**src/rtl/store_lane_packer.sv**
```systemverilog
// Store lane packer: narrows sb/sh/sw operands into word-aligned memory writes with byte enables,
// buffered in a small valid/ready FIFO; misaligned or reserved stores are dropped and reported.
module store_lane_packer #(
  parameter int DEPTH = 2,
  parameter int CNT_W = 8
) (
  input  logic             clk,
  input  logic             reset_n,
  input  logic             in_valid,
  output logic             in_ready,
  input  logic [31:0]      in_addr,
  input  logic [31:0]      in_data,
  input  logic [1:0]       in_size,
  output logic             out_valid,
  input  logic             out_ready,
  output logic [31:0]      out_addr,
  output logic [31:0]      out_wdata,
  output logic [3:0]       out_be,
  output logic             err_valid,
  output logic [31:0]      err_addr,
  output logic [CNT_W-1:0] err_count
);

  localparam int PTR_W = (DEPTH > 1) ? $clog2(DEPTH) : 1;
  localparam int CW    = $clog2(DEPTH + 1);

  typedef struct packed {
    logic [29:0] waddr;
    logic [31:0] wdata;
    logic [3:0]  be;
  } entry_t;

  function automatic logic [3:0] pack_be(input logic [1:0] size, input logic [1:0] lo);
    logic [3:0] be;
    case (size)
      2'd0:    be = 4'b0001 << lo;
      2'd1:    be = lo[1] ? 4'b1100 : 4'b0011;
      2'd2:    be = 4'b1111;
      default: be = 4'b0000;
    endcase
    return be;
  endfunction

  function automatic logic [31:0] pack_wdata(input logic [1:0] size, input logic [31:0] data);
    logic [31:0] wd;
    case (size)
      2'd0:    wd = {4{data[7:0]}};
      2'd1:    wd = {2{data[15:0]}};
      2'd2:    wd = data;
      default: wd = 32'h0000_0000;
    endcase
    return wd;
  endfunction

  function automatic logic is_misaligned(input logic [1:0] size, input logic [1:0] lo);
    logic bad;
    case (size)
      2'd0:    bad = 1'b0;
      2'd1:    bad = lo[0];
      2'd2:    bad = |lo;
      default: bad = 1'b1;
    endcase
    return bad;
  endfunction

  entry_t             mem_r [DEPTH];
  logic [PTR_W-1:0]   wr_ptr_r;
  logic [PTR_W-1:0]   rd_ptr_r;
  logic [CW-1:0]      count_r;
  logic               err_valid_r;
  logic [31:0]        err_addr_r;
  logic [CNT_W-1:0]   err_count_r;

  logic               accept_s;
  logic               bad_s;
  logic               push_s;
  logic               pop_s;
  entry_t             new_entry_s;
  entry_t             head_s;

  // in_ready depends only on the occupancy register, never on in_valid
  assign in_ready  = (count_r != CW'(DEPTH));
  assign out_valid = (count_r != CW'(0));
  assign accept_s  = in_valid & in_ready;
  assign bad_s     = is_misaligned(in_size, in_addr[1:0]);
  assign push_s    = accept_s & ~bad_s;
  assign pop_s     = out_valid & out_ready;

  assign out_addr  = {head_s.waddr, 2'b00};
  assign out_wdata = head_s.wdata;
  assign out_be    = head_s.be;
  assign err_valid = err_valid_r;
  assign err_addr  = err_addr_r;
  assign err_count = err_count_r;

  // Pack the incoming request and select the head entry (zeros while empty)
  always_comb begin
    new_entry_s.waddr = in_addr[31:2];
    new_entry_s.wdata = pack_wdata(in_size, in_data);
    new_entry_s.be    = pack_be(in_size, in_addr[1:0]);
    if (out_valid) begin
      head_s = mem_r[rd_ptr_r];
    end else begin
      head_s = '0;
    end
  end

  // FIFO storage
  always_ff @(posedge clk or negedge reset_n) begin
    if (!reset_n) begin
      for (int i = 0; i < DEPTH; i++) begin
        mem_r[i] <= '0;
      end
    end else if (push_s) begin
      mem_r[wr_ptr_r] <= new_entry_s;
    end
  end

  // FIFO pointers and occupancy; pointers wrap naturally since DEPTH is a power of two
  always_ff @(posedge clk or negedge reset_n) begin
    if (!reset_n) begin
      wr_ptr_r <= PTR_W'(0);
      rd_ptr_r <= PTR_W'(0);
      count_r  <= CW'(0);
    end else begin
      if (push_s) begin
        wr_ptr_r <= wr_ptr_r + PTR_W'(1);
      end
      if (pop_s) begin
        rd_ptr_r <= rd_ptr_r + PTR_W'(1);
      end
      case ({push_s, pop_s})
        2'b10:   count_r <= count_r + CW'(1);
        2'b01:   count_r <= count_r - CW'(1);
        default: count_r <= count_r;
      endcase
    end
  end

  // Dropped-store reporting: one-cycle pulse, last address, saturating count
  always_ff @(posedge clk or negedge reset_n) begin
    if (!reset_n) begin
      err_valid_r <= 1'b0;
      err_addr_r  <= 32'h0000_0000;
      err_count_r <= {CNT_W{1'b0}};
    end else begin
      err_valid_r <= accept_s & bad_s;
      if (accept_s & bad_s) begin
        err_addr_r <= in_addr;
        if (err_count_r != {CNT_W{1'b1}}) begin
          err_count_r <= err_count_r + CNT_W'(1);
        end
      end
    end
  end

endmodule

```
**config.mk**
```make
export PLATFORM = sky130hd
export DESIGN_NAME = store_lane_packer
export DESIGN_NICKNAME = d
export VERILOG_FILES = /design/src/rtl/store_lane_packer.sv
export SDC_FILE = /design/constraint.sdc
export NUM_CORES = 1
export LEC_CHECK = 0
export CELL_PAD_IN_SITES_DETAIL_PLACEMENT = 1
export CELL_PAD_IN_SITES_GLOBAL_PLACEMENT = 2
export CORE_UTILIZATION = 31
export CTS_BUF_LIST = sky130_fd_sc_hd__clkbuf_16
export DETAILED_ROUTE_END_ITERATION = 7
export GPL_TIMING_DRIVEN = 0
export PLACE_DENSITY_LB_ADDON = 0.1
export SYNTH_ARGS = -nofsm -noshare
export SYNTH_HDL_FRONTEND = slang
export SYNTH_SLANG_ARGS = --single-unit
```
**constraint.sdc**
```tcl
create_clock -name clk -period 2.1 [get_ports clk]
set_input_delay 0.21 -clock clk [delete_from_list [all_inputs] [get_ports clk]]
set_output_delay 0.21 -clock clk [all_outputs]
set_load 0.01 [all_outputs]
```
==> results.cfg, run 1 <==
; flow metrics
[critical_path]
critPathTopFamily = buffers and inverters
start_kind = flop
crit_start = count_r[1]$_DFFE_PN0P_
slowest_delay_ns = 0.47
critical_path_class = reg2out
critical_path_buf_inv_count = 3
r2r_end = mem_r[104]$_DFFE_PN0P_
required_ns = 1.89

[yosys]
top_cells_by_count = nand2_1, dfrtp_1, nor2_1, o21ai_0, mux2i_1
synthDistinctLibCells = 37
synth_area_leader_cell = dfrtp_1
most_common_cell = nand2_1
ys_sh_simple_pct = 14.68
syn_area_mm2 = 0.008004
avgSynthCellArea_um2 = 10.08

[detailed_routing]
ant_nets = 0
drc_errors = 0

[finish]
diodes = 0
drive_gt1_share_pct = 16.03

[die]
fp-row-count = 58
die_h_um = 162.7

[grt]
gr-total-overflow = 0
grt_max_degree = 109
first_global_vias = 6729
grt_pass1_wl_um = 38620
busiest_layer = met2

[final_timing]
worstMarginPinSlew_ns = 0.8359
finalClockPeriodUsage_pct = 98.33
hold_violations = 0

[placed_design]
place_hpwl_um = 17220
place.gp.congestion = 0.7734

[clocking]
h-tree-depth = 4
clock_sinks = 177

[run]
openroad.warnings = 30

[status]
status = complete, no violations
run 1: worst min-delay path by stage:
stage                                          end  slack [ns]  cells past startpoint
after global routing      err_addr[17]$_DFFE_PN0P_        0.38                      3
after CTS                 err_addr[17]$_DFFE_PN0P_        0.34                      3
after global placement       mem_r[22]$_DFFE_PN0P_        0.46                      2
after detailed placement   err_addr[3]$_DFFE_PN0P_        0.35                      1
final                     err_addr[17]$_DFFE_PN0P_        0.36                      3
after floorplan             count_r[0]$_DFFE_PN0P_       -0.09                      0
run 1: what timing repair did:
action / in CTS / in global routing
setup endpoints to repair: 114 / 130
endpoints found under the hold margin: 107 / 0
gates resized: 124 / 37
hold buffers: 1 / 0
pin swaps: 2 / 1
buffers inserted: 4 / 7
run 1: cells by family (layout without fill, tap and decap cells):
family,Yosys count,after routing
other,1,2
and+or+nand+nor,293,293
muxes,130,130
adders and majority gates,2,2
xor gates and xnor gates,8,8
DFF,177,177
AOI/OAI and AO/OA,124,124
buffers and inverters,59,281
run 1: report_power, final:
| part | switching (mW) | internal (mW) | leakage [nW] | total [mW] |
|---|---|---|---|---|
| clock network | 1.52 | 1.69 | 0.286 | 3.22 |
| logic | 3.63 | 4.02 | 2.91 | 7.65 |
| registers | 0.896 | 4.96 | 2.19 | 5.85 |
| total | 6.05 | 10.7 | 5.38 | 16.7 |
run 1: worst register-to-register path: stages (launching register included):
cell and delay (ns):
dfrtp_2 0.43, or2b_2 0.36, o2111ai_1 0.20, buf_4 0.28, clkbuf_4 0.26, mux2_2 0.36
run 1: state kept, by name, summed over array words and instances (netlist names):
name and flops:
count_r 2, err_addr 32, err_count 8, err_valid 1, mem_r 132, rd_ptr_r 1, wr_ptr_r 1
run 1: routing by layer:
metal / wire length [µm] / share of wire [%]
met1: 11180 / 46
met2: 11630 / 48
met3: 1184 / 4.9
met4: 259 / 1.1
met5: 0 / 0
run 1: placed cells by master, fill, tap and decap left out, types with 19 or more instances in the layout:
| cell | n |
|---|---|
| clkdlybuf4s50_1 | 114 |
| nor2_1 | 72 |
| dfrtp_1 | 175 |
| a21oi_1 | 35 |
| mux2i_1 | 57 |
| nand2_1 | 197 |
| dlygate4sd2_1 | 50 |
| mux2_2 | 63 |
| clkbuf_16 | 19 |
| o21ai_0 | 73 |
run 1: final cells by class:
class	instances	area (µm²)	area share [%]
Clock buffer	17	425.4	3.807
Sequential cell	177	4432	39.66
Inverter	6	22.52	0.2015
Timing Repair Buffer	191	1883	16.85
Clock inverter	15	168.9	1.511
Buffer	52	437.9	3.919
Multi-Input combinational cell	559	3393	30.36
Tap cell	330	412.9	3.695
run 1: stage by stage:
stage	cell area (µm²)	utilization, %	TNS (ns)	std cells	hold WS [ns]
finish	11180	44.25	0	1347	0.3607
global route	11180	44.25	-0.1743	1347	0.3781
CTS	11040	43.73	-0.5193	1340	0.3357
detailed placement	10230	40.53	-71.45	1304	0.3483
global placement	10200	40.40	-1311.37	1303	0.4611
floorplan	8008	-	0	795	-0.08559
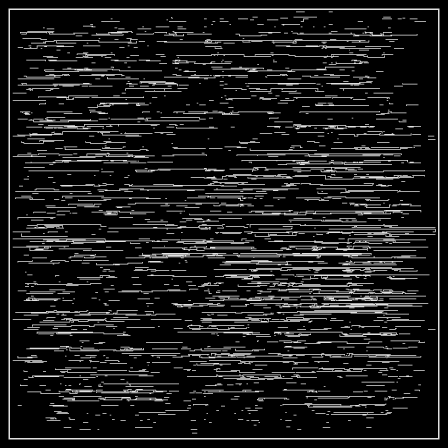
**Above:** run 1 (metal 1).
longest straight run	41.9 µm
wire length on this layer	11200 µm
nets with wire on the layer	943
GRT met1 Usage: 25.69%
final WL: 24250 µm

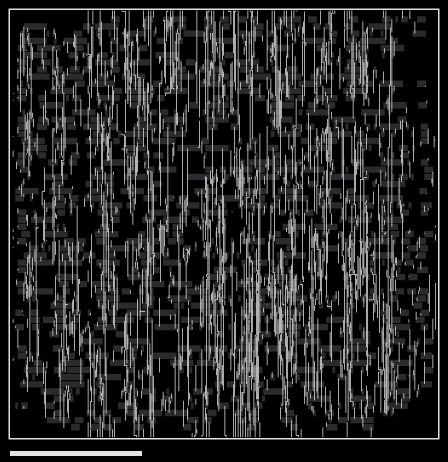
**Above:** run 1 (M2 wires).
The bar under the picture is 50 µm long.
longest straight run	60.4 µm
main direction	vertical
nets with wire on the layer	924
wire length on this layer	11600 µm
total number of vias: 6340
grt met2 use: 31.01%

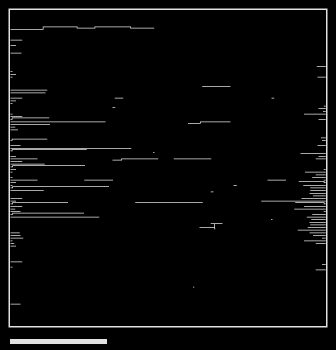
**Above:** run 1 (M3 wires).
The bar under the picture is 50 µm long.
wire length on this layer	1180 µm
longest straight run	61.9 µm
met3 usage: 4.609%

**Run 1: track usage over the die**

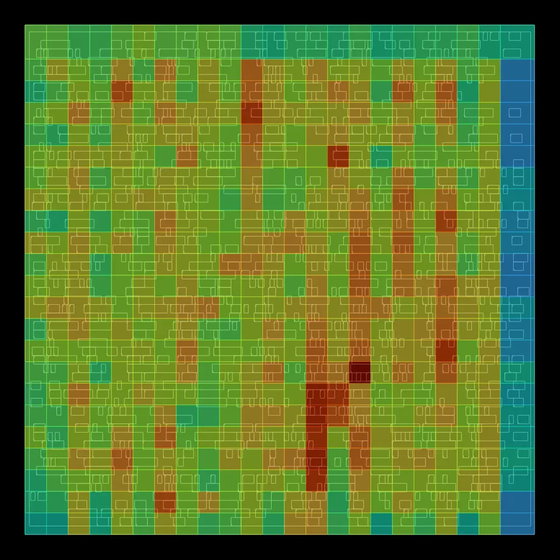

==> run 2, diff against run 1 <==
Settings changed: TNS_END_PERCENT from default to 20.
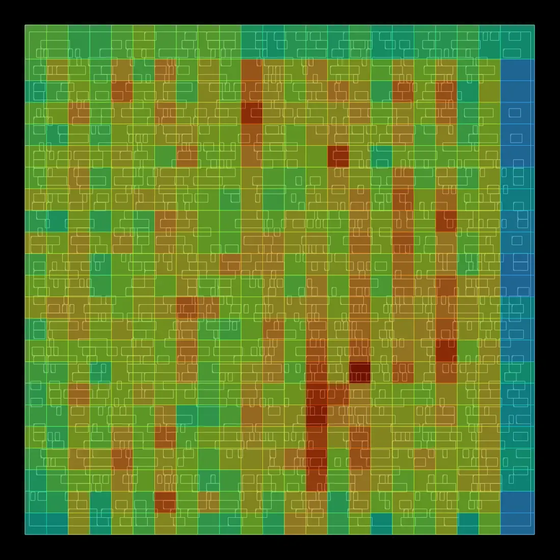
**Above:** run 2 (track usage over the die).
grt met2 use: 30.70%
All-Layer GR Usage: 19.08%
GRT met1 Usage: 25.54%
Top Usage Layer GRT: met2

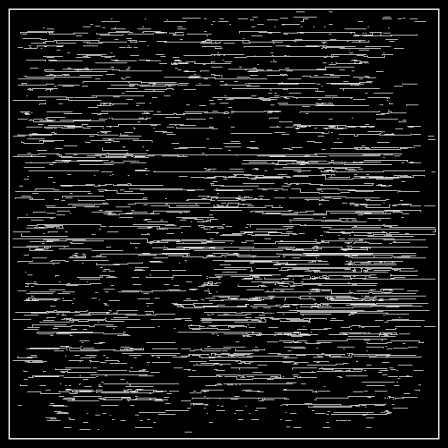
**Above:** run 2 (metal 1).
share of all routed wire	47%
wire length on this layer	11200 µm
longest straight run	51.1 µm
main direction	horizontal
total number of vias: 6328
final WL: 24190 µm

==> run 2 against run 1 <==
  * The run now ends with negative setup slack left
  * Sequential power is essentially flat
  * Clock power is essentially flat
  * Worst setup slack lost 0.068 ns
  * Utilization shrank 0.36 points
  * Critical path type unchanged
  * Highest routed layer unchanged
==> results.cfg, run 2 <==
; flow metrics
[status]
status = finished with violations
violations = negative setup slack

[yosys]
top_cells_by_count = nand2_1, dfrtp_1, nor2_1, o21ai_0, mux2i_1
synth_area_leader_cell = dfrtp_1
synthDistinctLibCells = 37
avgSynthCellArea_um2 = 10.08
most_common_cell = nand2_1

[critical_path]
start_kind = flop
required_ns = 1.89
crit_start = rd_ptr_r$_DFFE_PN0P_

[finish]
lay_top_cells = nand2_1, dfrtp_1, clkdlybuf4s50_1, o21ai_0, nor2_1
largest_reg_flops = 132
largest_register = mem_r
final_common_cell = nand2_1
final_core_util_pct = 43.90
fin_area_mm2 = 0.01109
drive_gt1_share_pct = 15.02

[final_timing]
hold_violations = 0
finalClockPeriodUsage_pct = 101.6
setup_viol = 4
worstMarginPinSlew_ns = 0.8413
setup_ws_ns = -0.03299
fin_setup_tns_ns = -0.1156

[placed_design]
place_hpwl_um = 17220
place_area_mm2 = 0.01023
place.gp.congestion = 0.7734

[grt]
grt_max_degree = 109
grt_pass1_wl_um = 38390
first_global_vias = 6689
gr-total-overflow = 0

[run]
openroad.warnings = 30

[die]
die_x_um = 162.7
fp-row-count = 58
die_h_um = 162.7

[clocking]
clock_sinks = 177

[detailed_routing]
ant_nets = 0
[run 2: netlist changes by cell type in the layout (fill, tap and decap cells not counted), sizes merged]
cell | before | now
clkdlybuf4s50 | 114 | 115
clkbuf | 49 | 47
clkdlybuf4s15 | 4 | 0
buf | 33 | 30
dlygate4sd2 | 50 | 43
dlymetal6s2s | 9 | 19
[run 2: worst min path at each step]
stage | start | end | slack (ns) | depth (start not counted)
3_3_place_gp | mem_r[22]$_DFFE_PN0P_ | mem_r[22]$_DFFE_PN0P_ | 0.46 | 2
6_report | in_addr[17] | err_addr[17]$_DFFE_PN0P_ | 0.36 | 3
2_1_floorplan | reset_n | count_r[0]$_DFFE_PN0P_ | -0.09 | 0
4_1_cts | in_addr[17] | err_addr[17]$_DFFE_PN0P_ | 0.34 | 3
5_1_grt | in_addr[17] | err_addr[17]$_DFFE_PN0P_ | 0.38 | 3
3_5_place_dp | reset_n | err_addr[3]$_DFFE_PN0P_ | 0.35 | 1
[run 2: worst max-delay path, stage by stage, from the launching register on]
cell	delay (ns)
dfrtp_2	0.49
buf_8	0.20
mux2i_2	0.26
nor2_1	0.06
clkdlybuf4s50_1	0.47
[run 2: power breakdown]
group	total [mW]	internal, mW	leakage (nW)	switching [mW]
clock network	3.21	1.69	0.286	1.52
registers	5.83	4.96	2.19	0.869
logic	7.45	3.87	2.99	3.58
[run 2: through the flow]
step	hold WS, ns	instances	total power [mW]
final	0.3584	1342	16.49
after global routing	0.3781	1342	17.73
after CTS	0.3357	1337	16.67
after detailed placement	0.3483	1304	13.49
after global placement	0.4611	1303	13.36
after floorplan	-0.08559	795	9.579
[run 2: final cells by class]
cell class | count | area, µm²
fillers | 2859 | 14170
flip-flops and latches | 177 | 4432
multi-input cells | 559 | 3352
repair buffers | 186 | 1876
clock buffers | 17 | 425.4
well taps | 330 | 412.9
plain buffers | 52 | 396.6
clock inverters | 15 | 168.9
inverters | 6 | 22.52
[run 2: per-layer routing]
layer | routed length [µm] | GRT usage, % | up-vias | share of wire (%)
met5 | 0 | 0 | - | 0
met4 | 284 | 5.183 | 0 | 1.2
met3 | 1225 | 4.609 | 16 | 5.1
met2 | 11430 | 30.70 | 130 | 47
met1 | 11250 | 25.54 | 3129 | 46
li1 | - | - | 3053 | -
[run 2: what timing repair did]
item / 4_1_cts / 5_1_grt
hold endpoints to repair: 107 / 0
buffers inserted: 1 / 5
pin swaps: 1 / 0
gates resized: 91 / 49
hold buffers: 1 / 0
endpoints found under the setup margin: 114 / 134
[run 2: logic make-up (layout without fill, tap and decap cells)]
family	Yosys count	in the layout	synth area share [%]
DFF	177	177	55.34
and+or+nand+nor	293	293	14.68
buffers and inverters	59	276	3.189
adders and majority gates	2	2	0.3126
xor gates and xnor gates	8	8	0.8754
other	1	2	0.04685
muxes	130	130	17.26
AOI/OAI and AO/OA	124	124	8.301
Power and IR drop assume default switching activity.
